==> images/clocks.png <==
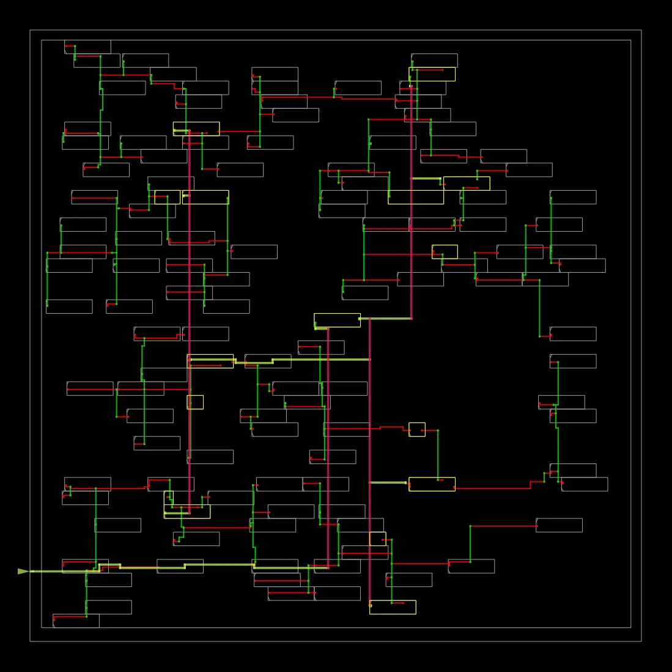
==> images/wires.png <==
Scale bar: 20 um.
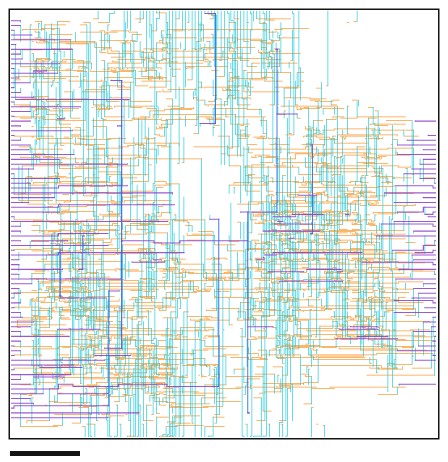
==> images/clk_routes.png <==
Scale bar: 20 um.
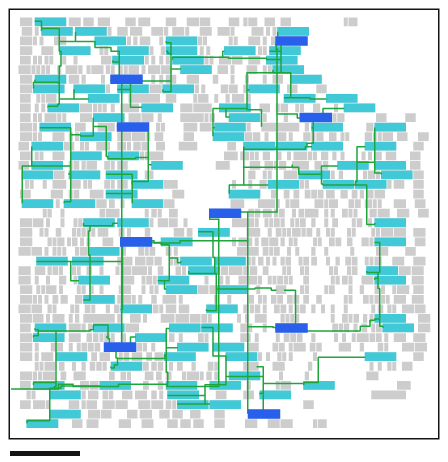
==> images/io_placement.png <==
Pins as bars across the die edge, other pins in gray.
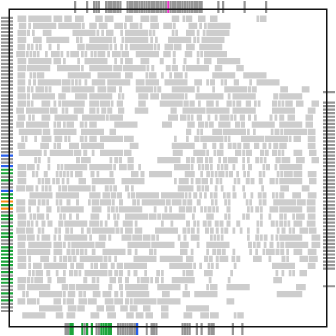
==> images/flops_by_reg.png <==
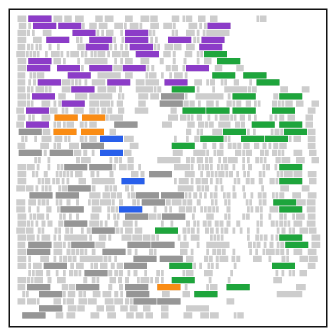
[config.mk]
export PLATFORM = sky130hd
export DESIGN_NAME = lsu_ctrl
export DESIGN_NICKNAME = d
export VERILOG_FILES = /design/src/rtl/lsu_ctrl.sv
export SDC_FILE = /design/constraint.sdc
export NUM_CORES = 1
export LEC_CHECK = 0
export ABC_AREA = 1
export CORE_MARGIN = 2
export CORE_UTILIZATION = 40
export DETAILED_ROUTE_END_ITERATION = 12
export GPL_TIMING_DRIVEN = 0
export HOLD_SLACK_MARGIN = 0.1
export PLACE_DENSITY = 0.78
export SYNTH_ARGS = -nofsm -noshare
export SYNTH_HDL_FRONTEND = slang
export SYNTH_SLANG_ARGS = --single-unit
[constraint.sdc]
create_clock -name clk -period 1.6 [get_ports clk]
set_clock_uncertainty 0.05 [all_clocks]
set_input_delay 0.24 -clock clk [delete_from_list [all_inputs] [get_ports clk]]
set_output_delay 0.24 -clock clk [all_outputs]
set_load 0.02 [all_outputs]
[src/rtl/lsu_ctrl.sv]
// lsu_ctrl: runs one load/store at a time on the data bus, checks alignment and formats load data; LSU_TIMEOUT_EN adds an ack timeout.
// Latency: accept T0, bus_req_o from T1, done_o one cycle after the ack is sampled (3 cycles minimum).
// Backpressure: stall_o holds the pipeline from the accept cycle until the ack is sampled; bus_req_o is held until bus_ack_i.
`ifndef MEM_RW
`define MEM_RW 2
`endif
`ifndef MEM_DISABLE
`define MEM_DISABLE 2'd0
`endif
`ifndef MEM_READ
`define MEM_READ 2'd1
`endif
`ifndef MEM_WRITE
`define MEM_WRITE 2'd2
`endif
`ifndef BYTE_SEL
`define BYTE_SEL 2
`endif
`ifndef SL_NONE
`define SL_NONE 2'd0
`endif
`ifndef SL_BYTE
`define SL_BYTE 2'd1
`endif
`ifndef SL_HALFWORD
`define SL_HALFWORD 2'd2
`endif
`ifndef SL_WORD
`define SL_WORD 2'd3
`endif
`ifndef UNSIGNED
`define UNSIGNED 1'b1
`endif

module lsu_ctrl #(
  parameter int TIMEOUT = 16
) (
  input  logic                 clk,
  input  logic                 rst,
  input  logic                 req_valid_i,
  input  logic [`MEM_RW-1:0]   mem_rw_i,
  input  logic [`BYTE_SEL-1:0] byte_sel_i,
  input  logic                 un_sign_i,
  input  logic [31:0]          addr_i,
  input  logic [31:0]          wdata_i,
  input  logic [4:0]           rd_waddr_i,
  output logic                 bus_req_o,
  output logic                 bus_we_o,
  output logic [31:0]          bus_addr_o,
  output logic [31:0]          bus_wdata_o,
  output logic [3:0]           bus_be_o,
  input  logic                 bus_ack_i,
  input  logic [31:0]          bus_rdata_i,
  output logic                 stall_o,
  output logic                 done_o,
  output logic [31:0]          rdata_o,
  output logic [4:0]           rd_waddr_o,
  output logic                 misalign_o,
  output logic                 fault_o
);

  typedef enum logic [1:0] {IDLE, BUSY, RESP} state_t;
  typedef enum logic [1:0] {SZ_B, SZ_H, SZ_W} size_t;

  state_t      state, state_nxt;
  size_t       sz_in, sz_q;
  logic        req_hit, mis_in, start, ack_hit, timeout, stall_c;
  logic [3:0]  be_in;
  logic [31:0] wdata_in, ld_shift, ld_fmt;
  logic [1:0]  off_q;
  logic        uns_q, we_q, misalign_q;
  logic [31:0] rdata_q;
  logic [4:0]  rd_q;

  // SL_NONE on a real access behaves as a word access
  always_comb begin
    case (byte_sel_i)
      `SL_BYTE:     sz_in = SZ_B;
      `SL_HALFWORD: sz_in = SZ_H;
      default:      sz_in = SZ_W;
    endcase
  end

  assign mis_in  = ((sz_in == SZ_H) && addr_i[0]) || ((sz_in == SZ_W) && (addr_i[1:0] != 2'b00));
  assign req_hit = (state == IDLE) && req_valid_i && (mem_rw_i != `MEM_DISABLE);
  assign start   = req_hit && !mis_in;
  assign ack_hit = (state == BUSY) && bus_ack_i;

  always_comb begin
    be_in    = 4'b1111;
    wdata_in = wdata_i;
    case (sz_in)
      SZ_B: begin
        be_in    = 4'b0001 << addr_i[1:0];
        wdata_in = {4{wdata_i[7:0]}};
      end
      SZ_H: begin
        be_in    = 4'b0011 << {addr_i[1], 1'b0};
        wdata_in = {2{wdata_i[15:0]}};
      end
      default: ;
    endcase
  end

  assign ld_shift = bus_rdata_i >> {off_q, 3'b000};

  always_comb begin
    ld_fmt = ld_shift;
    case (sz_q)
      SZ_B:    ld_fmt = uns_q ? {24'd0, ld_shift[7:0]}   : {{24{ld_shift[7]}}, ld_shift[7:0]};
      SZ_H:    ld_fmt = uns_q ? {16'd0, ld_shift[15:0]}  : {{16{ld_shift[15]}}, ld_shift[15:0]};
      default: ;
    endcase
  end

`ifdef LSU_TIMEOUT_EN
  localparam int CW = (TIMEOUT > 1) ? $clog2(TIMEOUT) : 1;
  logic [CW-1:0] wait_cnt;
  logic          fault_q;

  assign timeout = (state == BUSY) && !bus_ack_i && (wait_cnt == CW'(TIMEOUT - 1));

  always_ff @(posedge clk or negedge rst) begin
    if (!rst) begin
      wait_cnt <= '0;
      fault_q  <= 1'b0;
    end else begin
      fault_q  <= timeout;
      wait_cnt <= (state == BUSY && !bus_ack_i) ? wait_cnt + CW'(1) : '0;
    end
  end

  assign fault_o = fault_q;
`else
  logic [31:0] unused_timeout;
  assign unused_timeout = 32'(TIMEOUT);
  assign timeout        = 1'b0;
  assign fault_o        = 1'b0;
`endif

  always_comb begin
    state_nxt = state;
    stall_c   = 1'b0;
    case (state)
      IDLE: begin
        if (start) begin
          state_nxt = BUSY;
          stall_c   = 1'b1;
        end
      end
      BUSY: begin
        stall_c = 1'b1;
        if (bus_ack_i)    state_nxt = RESP;
        else if (timeout) state_nxt = IDLE;
      end
      RESP:    state_nxt = IDLE;
      default: state_nxt = IDLE;
    endcase
  end

  always_ff @(posedge clk or negedge rst) begin
    if (!rst) begin
      state       <= IDLE;
      sz_q        <= SZ_B;
      off_q       <= 2'b00;
      uns_q       <= 1'b0;
      we_q        <= 1'b0;
      bus_addr_o  <= 32'd0;
      bus_wdata_o <= 32'd0;
      bus_be_o    <= 4'd0;
      rd_q        <= 5'd0;
      rdata_q     <= 32'd0;
      misalign_q  <= 1'b0;
    end else begin
      state      <= state_nxt;
      misalign_q <= req_hit && mis_in;
      if (start) begin
        sz_q        <= sz_in;
        off_q       <= addr_i[1:0];
        uns_q       <= (un_sign_i == `UNSIGNED);
        we_q        <= (mem_rw_i == `MEM_WRITE);
        bus_addr_o  <= {addr_i[31:2], 2'b00};
        bus_wdata_o <= wdata_in;
        bus_be_o    <= be_in;
        rd_q        <= (mem_rw_i == `MEM_WRITE) ? 5'd0 : rd_waddr_i;
      end
      if (ack_hit && !we_q) rdata_q <= ld_fmt;
    end
  end

  // Reset gates stall_o because req_valid_i may already be high while rst is low
  assign stall_o    = stall_c & rst;
  assign bus_req_o  = (state == BUSY);
  assign bus_we_o   = we_q;
  assign done_o     = (state == RESP);
  assign rdata_o    = rdata_q;
  assign rd_waddr_o = rd_q;
  assign misalign_o = misalign_q;

endmodule
==> Slide: Implementation Results <==
Key Metrics from the Run

Run status
  • Status: finished with violations
  • Failing checks: negative hold slack, negative setup slack

Timing
  • Final hold violation count: 45
  • Max-slew violation count: 0
  • Worst hold slack: -245 ps
  • Final Worst Setup Slack: -215 ps
  • Setup violations, final: 1

Floorplanning
  • Total die size: 0.0148 mm2

Pwr
  • Pwr dens: 1550 mW/mm2

Global route
  • Global routing usage on met1: 29.6%
  • Vias in the first global route: 5433

Synth
  • Synth async-reset ratio: 100%
  • Max-area cell share: 50.6%
  • Ys flop type: dfrtp_1
  • Unique cell types: 28

Worst setup path
  • CP cell instances: nor2_2 -> o211a_1 -> nand2_2 -> buf_8 -> a21boi_4 -> buf_6
  • Worst EP arrival: 1520 ps
  • Data required, critical path: 1310 ps
  • Setup crit end kind: primary output

Cells and area
  • Top cell category: registers
  • Final nets: 1087

Run
  • Tool warnings: 33

Clock network
  • CTS Root Cell: clkbuf_16
-- clocks.png (at the start) --
CTS Buf Count: 9
clock buffers: 11

-- wires.png (at the start) --
Cyan shows metal 2, wire length 8380 um. Orange shows metal 1, wire length 7440 um. Purple shows metal 3, wire length 1650 um. Blue shows metal 4, wire length 339 um.
DRT Wirelength: 17800 um
all-layer global routing usage: 24.1%
routed len/inst: 15.4 um
routed vias: 5624

-- clk_routes.png (at the start) --
Cyan shows flip-flops, count 112. Blue shows clock drivers, count 9. Green shows clock wires, length 1450 um.
There are 10 routed clock nets. Position of the flops: all over the die.
clock network power share: 18.3%
Clk Latency, worst-skew pair: 360 ps
Clock Power: 0.00240 W

-- io_placement.png (at the start) --
Orange shows byte_sel_i, pins 2, direction input, edge left. Green shows wdata_i, pins 32, direction input, edge 22 left, 10 bottom. Magenta shows bus_req_o, pins 1, direction output, edge top. Blue shows bus_be_o, pins 4, direction output, edge 3 left, 1 bottom.
Die Ht: 122 um
die width: 122 um
number of port buffers: 217

-- flops_by_reg.png (at the start) --
Purple shows bus_addr_o, placed flops 30. Orange shows rd_waddr_o, placed flops 5. Blue shows bus_be_o, placed flops 4. Green shows rdata_o, placed flops 32.
Another 41 sequential cells are not colored.

-- cells in the mapped netlist, types with 2 or more instances --
cell / n
buf_2: 20
nor2_1: 41
inv_2: 4
inv_1: 56
o22ai_1: 5
o21ai_1: 2
buf_6: 5
nand3_1: 61
nand2_1: 300
buf_4: 8
a31oi_1: 2
a21oi_1: 11
a21boi_0: 4
dfrtp_1: 112
or2_2: 23
ha_1: 3
o21ai_0: 52
nor2_2: 2
buf_8: 2
clkbuf_1: 9
-- worst min-delay path by stage --
stage	from	endpoint	cells past startpoint	slack [ps]
2_1_floorplan	rst	bus_addr_o[10]	0	-110
3_3_place_gp	bus_addr_o[27]	bus_addr_o[27]	2	410
3_5_place_dp	rst	rdata_o[4]	1	150
4_1_cts	rst	rdata_o[21]	1	-240
5_1_grt	rst	rdata_o[4]	1	-210
6_report	rst	rdata_o[21]	1	-240
-- per-stage QoR --
| stage | std cells | total power [W] | area [um2] | TNS, ps |
|---|---|---|---|---|
| floorplan | 732 | 0.00803 | 5590 | -42.3 |
| global placement | 1129 | 0.0111 | 7980 | -531470 |
| detailed placement | 1130 | 0.0112 | 8010 | -66680 |
| CTS | 1150 | 0.0130 | 8270 | -396 |
| global route | 1160 | 0.0139 | 8480 | -542 |
| finish | 1160 | 0.0131 | 8480 | -215 |
-- registers in the layout (all words and copies together) (netlist names) --
register,count
sz_q,2
bus_wdata_o,32
bus_addr_o,30
state,2
bus_be_o,4
bus_we_o,1
uns_q,1
misalign_o,1
rd_waddr_o,5
off_q,2
rdata_o,32
-- cell families after synthesis --
group                      after synthesis  share of synthesized area [%]
buffers and inverters                  105                           9.24
AOI/OAI and AO/OA                       77                           7.38
other                                    1                         0.0677
adders and majority gates                3                          0.678
DFF                                    112                           50.6
and+or+nand+nor                        432                           32.0
-- layout by cell type, fill, tap and decap left out, types with 11 or more instances in the layout --
master / netlist / layout
a21oi_1: 11 / 11
buf_4: 8 / 20
buf_6: 5 / 18
clkdlybuf4s50_1: 0 / 105
dfrtp_1: 112 / 112
dlygate4sd2_1: 0 / 106
inv_1: 56 / 54
nand2_1: 300 / 296
nand3_1: 61 / 59
nor2_1: 41 / 39
o21ai_0: 52 / 31
o21ai_1: 2 / 19
or2_2: 23 / 23
-- power by group through the flow --
stage          Combinational [W]  Sequential, W  Clock (W)
3_5_place_dp             0.00669        0.00455          0
4_1_cts                  0.00604        0.00448    0.00244
6_report                 0.00622        0.00448    0.00240
2_1_floorplan            0.00226        0.00577          0
3_3_place_gp             0.00659        0.00454          0
5_1_grt                  0.00678        0.00461    0.00255
-- metal layers --
layer / wire length, um / vias up
li1: - / 2755
met2: 8380 / 216
met5: 0 / -
met3: 1650 / 23
met1: 7440 / 2630
met4: 338 / 0
-- timing repair --
item | 4_1_cts | 5_1_grt
buffers inserted | 4 | 8
pin swaps | 4 | 4
cloned | 0 | 2
setup endpoints to repair | 212 | 111
gates resized | 151 | 67
endpoints found under the hold margin | 45 | 45
Power figures rest on the tool's default switching activity, not on a simulated workload.
